[config.mk]
export PLATFORM = sky130hd
export DESIGN_NAME = branch_redirect_ctrl
export DESIGN_NICKNAME = d
export VERILOG_FILES = /design/src/rtl/cpu_pkg.sv /design/src/rtl/sat_counter.sv /design/src/rtl/branch_redirect_ctrl.sv
export SDC_FILE = /design/constraint.sdc
export NUM_CORES = 1
export LEC_CHECK = 0
export CAP_MARGIN = 30
export CORE_ASPECT_RATIO = 0.9
export CORE_UTILIZATION = 25
export CTS_BUF_LIST = sky130_fd_sc_hd__clkbuf_2 sky130_fd_sc_hd__clkbuf_4 sky130_fd_sc_hd__clkbuf_8
export DETAILED_ROUTE_END_ITERATION = 10
export DONT_BUFFER_PORTS = 1
export GPL_TIMING_DRIVEN = 0
export SLEW_MARGIN = 10
export SYNTH_ARGS = -nofsm -noshare
export SYNTH_HDL_FRONTEND = slang
export SYNTH_SLANG_ARGS = --single-unit
[constraint.sdc]
create_clock -name clk -period 2.7 [get_ports clk]
set_input_delay 0.54 -clock clk [delete_from_list [all_inputs] [get_ports clk]]
set_output_delay 0.54 -clock clk [all_outputs]
set_load 0.1 [all_outputs]
[src/rtl/cpu_pkg.sv]
// Shared CPU definitions: redirect controller state encoding, issue-way indices
// and the conditional-branch funct3 codes used by the branch-condition logic.
package cpu_pkg;

    typedef enum logic [1:0] {
        IDLE     = 2'd0,
        REDIRECT = 2'd1,
        DRAIN    = 2'd2
    } redirect_state_t;

    localparam int WAY0 = 0;
    localparam int WAY1 = 1;

    localparam logic [2:0] F3_BEQ  = 3'b000;
    localparam logic [2:0] F3_BNE  = 3'b001;
    localparam logic [2:0] F3_BLT  = 3'b100;
    localparam logic [2:0] F3_BGE  = 3'b101;
    localparam logic [2:0] F3_BLTU = 3'b110;
    localparam logic [2:0] F3_BGEU = 3'b111;

endpackage

[src/rtl/sat_counter.sv]
// Up-counter that sticks at all-ones instead of wrapping.
module sat_counter #(
    parameter int W = 16
) (
    input  logic         clk,
    input  logic         rst_n,
    input  logic         inc,
    output logic [W-1:0] count
);

    always_ff @(posedge clk or negedge rst_n) begin
        if (!rst_n) begin
            count <= '0;
        end else if (inc && !(&count)) begin
            count <= count + 1'b1;
        end
    end

endmodule

[src/rtl/branch_redirect_ctrl.sv]
// Picks the oldest taken branch of the dual-issue EX bundle, issues a
// valid/ready redirect to fetch, then holds a fixed drain window.
module branch_redirect_ctrl
    import cpu_pkg::*;
#(
    parameter int XLEN         = 32,
    parameter int DRAIN_CYCLES = 2,
    parameter int CNT_W        = 16
) (
    input  logic             clk,
    input  logic             rst_n,
    input  logic [1:0]       ex_valid,
    input  logic [1:0]       is_branch,
    input  logic [1:0]       br_taken,
    input  logic [XLEN-1:0]  target0,
    input  logic [XLEN-1:0]  target1,
    input  logic             redirect_ready,
    output logic             redirect_valid,
    output logic [XLEN-1:0]  redirect_pc,
    output logic             kill_way1,
    output logic             flush_younger,
    output logic             busy,
    output logic [CNT_W-1:0] taken_cnt
);

    localparam logic [3:0] DRAIN_LOAD = 4'(DRAIN_CYCLES - 1);

    redirect_state_t state_q, state_d;
    logic [3:0]      drain_q, drain_d;
    logic [XLEN-1:0] target_q, target_d;
    logic            t0, t1, handshake;

    assign t0 = ex_valid[WAY0] & is_branch[WAY0] & br_taken[WAY0];
    assign t1 = ex_valid[WAY1] & is_branch[WAY1] & br_taken[WAY1] & ~t0;

    always_comb begin
        state_d   = state_q;
        drain_d   = drain_q;
        target_d  = target_q;
        kill_way1 = 1'b0;
        case (state_q)
            IDLE: begin
                if (t0) begin
                    target_d  = target0;
                    state_d   = REDIRECT;
                    kill_way1 = ex_valid[WAY1];
                end else if (t1) begin
                    target_d = target1;
                    state_d  = REDIRECT;
                end
            end
            REDIRECT: begin
                if (redirect_ready) begin
                    state_d = DRAIN;
                    drain_d = DRAIN_LOAD;
                end
            end
            DRAIN: begin
                if (drain_q == 4'd0) begin
                    state_d = IDLE;
                end else begin
                    drain_d = drain_q - 4'd1;
                end
            end
            default: state_d = IDLE;
        endcase
    end

    always_ff @(posedge clk or negedge rst_n) begin
        if (!rst_n) begin
            state_q  <= IDLE;
            drain_q  <= 4'd0;
            target_q <= '0;
        end else begin
            state_q  <= state_d;
            drain_q  <= drain_d;
            target_q <= target_d;
        end
    end

    // All outputs except kill_way1 decode straight from flops.
    assign redirect_valid = (state_q == REDIRECT);
    assign busy           = (state_q != IDLE);
    assign flush_younger  = busy;
    assign redirect_pc    = target_q & ~XLEN'(1);
    assign handshake      = redirect_valid & redirect_ready;

    sat_counter #(
        .W(CNT_W)
    ) u_taken_cnt (
        .clk  (clk),
        .rst_n(rst_n),
        .inc  (handshake),
        .count(taken_cnt)
    );

endmodule

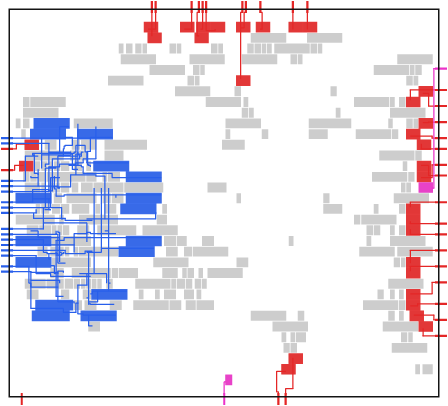
Fig. 1. Wires at chosen ports, followed through buffers (run 1).
| color | port | bits | direction | edge | end cells | buffers | wire |
|---|---|---|---|---|---|---|---|
| magenta | `br_taken` | 2 | input | 1 right, 1 bottom | 2 | 0 | 34.8 um |
| blue | `taken_cnt` | 16 | output | left | 16 | 9 | 889 um |
| red | `target1` | 32 | input | 16 right, 11 top, 3 bottom, 2 left | 31 | 0 | 215 um |

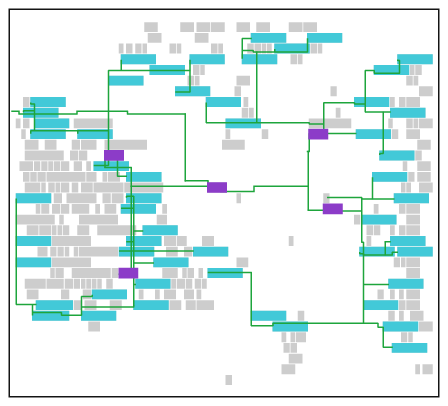
Fig. 2. Clock wires, drivers and flops (run 1).
[green] clock wires | length: 720 um
[cyan] flip-flops | count: 53
[purple] clock drivers | count: 5
routed clock nets: 6
flops lie: spread over the die

==> run summary, run 1 <==
impl run done, here's what came out: ClkCell Share 4.15%, Critical Path Start Type flop, ys flop type dfrtp_1, setup bufs post-CTS 0, type of the worst min-delay path primary input to async pin, met1 usage 13.5%, CTS max path bufs 2, CORE AREA 9830 um2, syn avg cell area 10.4 um2, Max Cap Viol 0, number of distinct library cells after synthesis 40, gp weighted congestion 0.804, Flops 53, largest net degree at the start of global routing 54, top-level I/O count 125, wire per inst 16.2 um, GRT overflow 0, Inverters 5, H-tree depth 2, latest clock arrival within the worst-skew pair 310 ps, hold buffers post-CTS 1, CTS sink cnt 53, total CTS buffers 5, clock root buffer clkbuf_8, RSZ-0062 raised after global routing no, FP Util 26.2%, clock buffers 5, post_cts resized 3, status complete, no violations, area delta synth->final 25.4%, Synth Area in Simple Gates 17.9%, RR Startpoint u_taken_cnt.count[7], Yosys Warn Count 0, met3 WL 580 um, CP endpoint kind output pin, DRT iter0 DRCs 73, Complex Gates by Area 8.22%, Yosys Chip Area 2570 um2, Most Crowded Layer GR met2, met2 WL 3.14 mm, final WL 6.49 mm, vias in the first global route 1,881
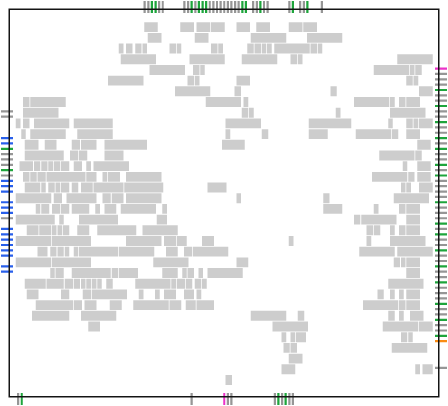
Fig. 3. Pin placement (run 1).
Pins as bars across the die edge, other pins in gray.
| color | port | pins | direction | edge |
|---|---|---|---|---|
| magenta | `br_taken` | 2 | input | 1 right, 1 bottom |
| blue | `taken_cnt` | 16 | output | left |
| green | `target1` | 32 | input | 16 right, 11 top, 3 bottom, 2 left |
| orange | `flush_younger` | 1 | output | right |
all pins by edge: 53 right, 35 top, 25 left, 12 bottom

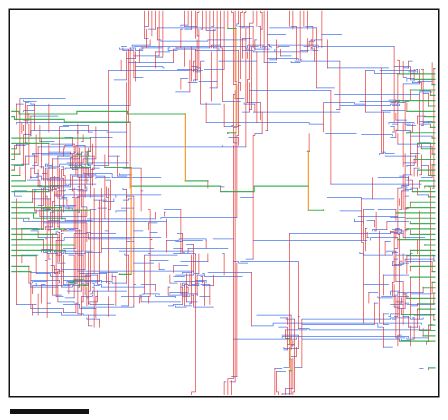
Fig. 4. Signal wires by layer (run 1).
The bar under the picture is 20 um long.
| color | layer | wire length |
|---|---|---|
| blue | metal 1 | 2,680 um |
| orange | metal 4 | 93.8 um |
| green | metal 3 | 581 um |
| red | metal 2 | 3,140 um |
gr usage total: 11.7%
DR vias: 1,952

==> run 2: changes to the inputs <==
--- a/config.mk
+++ b/config.mk
@@ -5,6 +5,7 @@
 export SDC_FILE = /design/constraint.sdc
 export NUM_CORES = 1
 export LEC_CHECK = 0
+export ABC_AREA = 1
 export CAP_MARGIN = 30
 export CORE_ASPECT_RATIO = 0.9
 export CORE_UTILIZATION = 25
@@ -12,6 +13,8 @@
 export DETAILED_ROUTE_END_ITERATION = 10
 export DONT_BUFFER_PORTS = 1
 export GPL_TIMING_DRIVEN = 0
+export PLACE_DENSITY_LB_ADDON = 0.2
+export REMOVE_ABC_BUFFERS = 1
 export SLEW_MARGIN = 10
 export SYNTH_ARGS = -nofsm -noshare
 export SYNTH_HDL_FRONTEND = slang
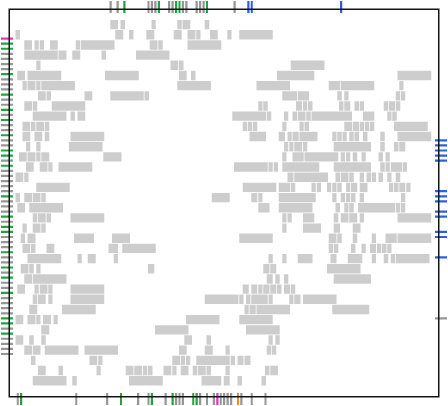
Fig. 5. Pin placement (run 2).
Pins as bars across the die edge, other pins in gray.
| color | port | pins | direction | edge |
|---|---|---|---|---|
| magenta | `br_taken` | 2 | input | 1 left, 1 bottom |
| orange | `flush_younger` | 1 | output | bottom |
| green | `target1` | 32 | input | 21 left, 6 bottom, 5 top |
| blue | `taken_cnt` | 16 | output | 13 right, 3 top |

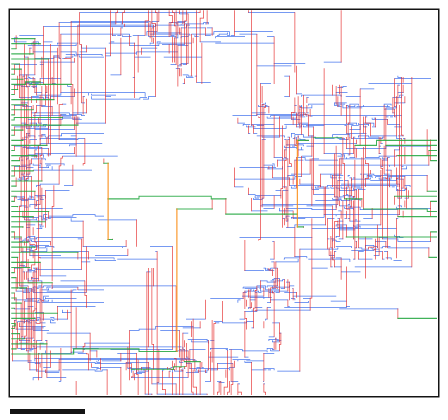
Fig. 6. Signal wires by layer (run 2).
The bar under the picture is 20 um long.
| color | layer | wire length |
|---|---|---|
| blue | metal 1 | 3,280 um |
| red | metal 2 | 3,490 um |
| green | metal 3 | 579 um |
| orange | metal 4 | 81.6 um |

==> run summary, run 2 <==
impl run done, here's what came out: Critical Path Start Type flop, top post-synthesis cells by area dfrtp_1 (47%), nand2_1 (14%), nand4_1 (8.1%), post_cts resized 0 (-3), Yosys Chip Area 2840 um2 (+11%), total CTS buffers 5 (unchanged), top-level I/O count 125 (unchanged), vias in the first global route 2,425 (+29%), Max Cap Viol 0 (unchanged), number of distinct library cells after synthesis 23 (-43%), Die Span X 114 um, Final Hold Violation Tally 0, largest net degree at the start of global routing 63 (+17%), Flops 53 (unchanged), gp weighted congestion 0.760 (-5.5%), hold buffers post-CTS 1 (unchanged), met2 WL 3.49 mm (+11%), CTS sink cnt 53 (unchanged), met1 usage 16.6% (+3.1 points), GRT overflow 0 (unchanged), setup bufs post-CTS 0 (unchanged), Most Crowded Layer GR met2, Complex Gates by Area 10.0% (+1.8 points), ClkCell Share 3.48% (-0.68 points), Synth Area in Simple Gates 33.0% (+15 points), drt pass-1 iters 4, gr usage total 13.3% (+1.6 points), CORE AREA 10,900 um2 (+11%), clock buffers 6 (+1), ys flop type dfrtp_1, met3 WL 578 um (-0.34%), FP Util 26.0% (-0.18 points), H-tree depth 2 (unchanged), CP endpoint kind flop, latest clock arrival within the worst-skew pair 320 ps (about the same), Sum Neg Setup Slack 0 ps, final WL 7.42 mm (+14%), final setup violation count 0, CTS max path bufs 2 (unchanged), DRC 0, Buffers, non-clock 17, status complete, no violations
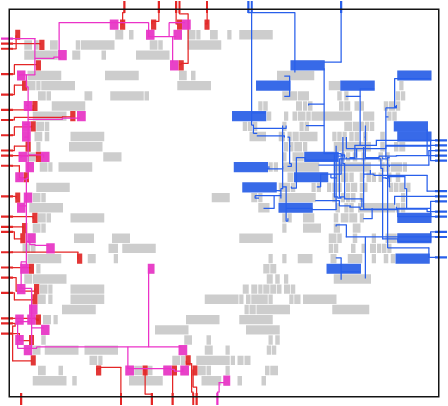
Fig. 7. Wires at chosen ports, followed through buffers (run 2).
| color | port | bits | direction | edge | end cells | buffers | wire |
|---|---|---|---|---|---|---|---|
| red | `target1` | 32 | input | 21 left, 6 bottom, 5 top | 31 | 0 | 253 um |
| blue | `taken_cnt` | 16 | output | 13 right, 3 top | 16 | 7 | 835 um |
| magenta | `br_taken` | 2 | input | 1 left, 1 bottom | 33 | 0 | 309 um |

==> run 3: changes to the inputs <==
--- a/config.mk
+++ b/config.mk
@@ -5,7 +5,6 @@
 export SDC_FILE = /design/constraint.sdc
 export NUM_CORES = 1
 export LEC_CHECK = 0
-export ABC_AREA = 1
 export CAP_MARGIN = 30
 export CORE_ASPECT_RATIO = 0.9
 export CORE_UTILIZATION = 25
==> constraint.sdc (replaced) <==
create_clock -name clk -period 2.7 [get_ports clk]
set_input_delay 0.27 -clock clk [delete_from_list [all_inputs] [get_ports clk]]
set_output_delay 0.27 -clock clk [all_outputs]
set_load 0.1 [all_outputs]
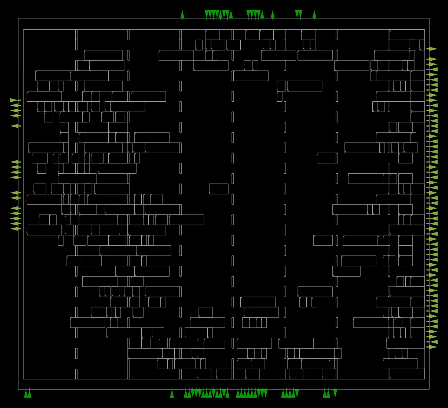
Fig. 8. Cell placement (run 3).
Tap Cells: 126
Seq/total area: 41.5%
fillers: 1,017
CORE AREA: 9830 um2
Finished Core Util: 32.6%

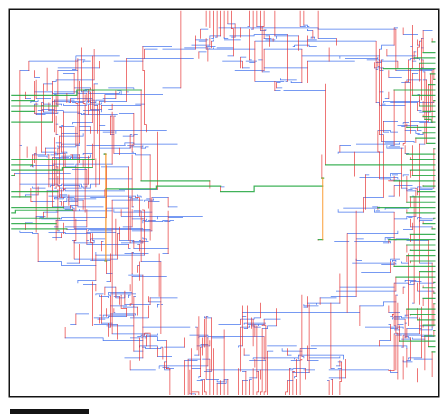
Fig. 9. Signal wires by layer (run 3).
The bar under the picture is 20 um long.
| color | layer | wire length |
|---|---|---|
| orange | metal 4 | 42.8 um |
| blue | metal 1 | 2,370 um |
| green | metal 3 | 571 um |
| red | metal 2 | 2,570 um |
final WL: 5.55 mm
DR vias: 1,858

==> run summary, run 3 <==
impl run done, here's what came out: DRC 0 (unchanged), Die Span X 109 um (-4.8%), vias in the first global route 1,791 (-26%), status complete, no violations, FP Util 26.2% (+0.18 points), GRT overflow 0 (unchanged), Flops 53 (unchanged), Critical Path Start Type flop, post_cts resized 0 (unchanged), hold buffers post-CTS 2 (+1), ClkCell Share 2.82% (-0.66 points), CTS max path bufs 2 (unchanged), H-tree depth 2 (unchanged), Final Hold Violation Tally 0 (unchanged), CTS sink cnt 53 (unchanged), total CTS buffers 5 (unchanged), Synth Area in Simple Gates 17.9% (-15 points), clock buffers 7 (+1), setup bufs post-CTS 0 (unchanged), ys flop type dfrtp_1, top post-synthesis cells by area dfrtp_1 (52%), mux2i_1 (12%), a21oi_1 (6.4%), Yosys Chip Area 2570 um2 (-9.6%), met3 WL 571 um (-1.2%)
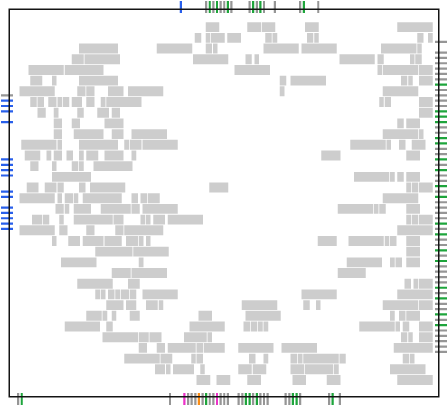
Fig. 10. Pin placement (run 3).
Pins as bars across the die edge, other pins in gray.
| color | port | pins | direction | edge |
|---|---|---|---|---|
| magenta | `br_taken` | 2 | input | bottom |
| orange | `flush_younger` | 1 | output | bottom |
| blue | `taken_cnt` | 16 | output | 15 left, 1 top |
| green | `target1` | 32 | input | 18 right, 8 bottom, 6 top |
all pins by edge: 58 right, 33 bottom, 18 top, 16 left

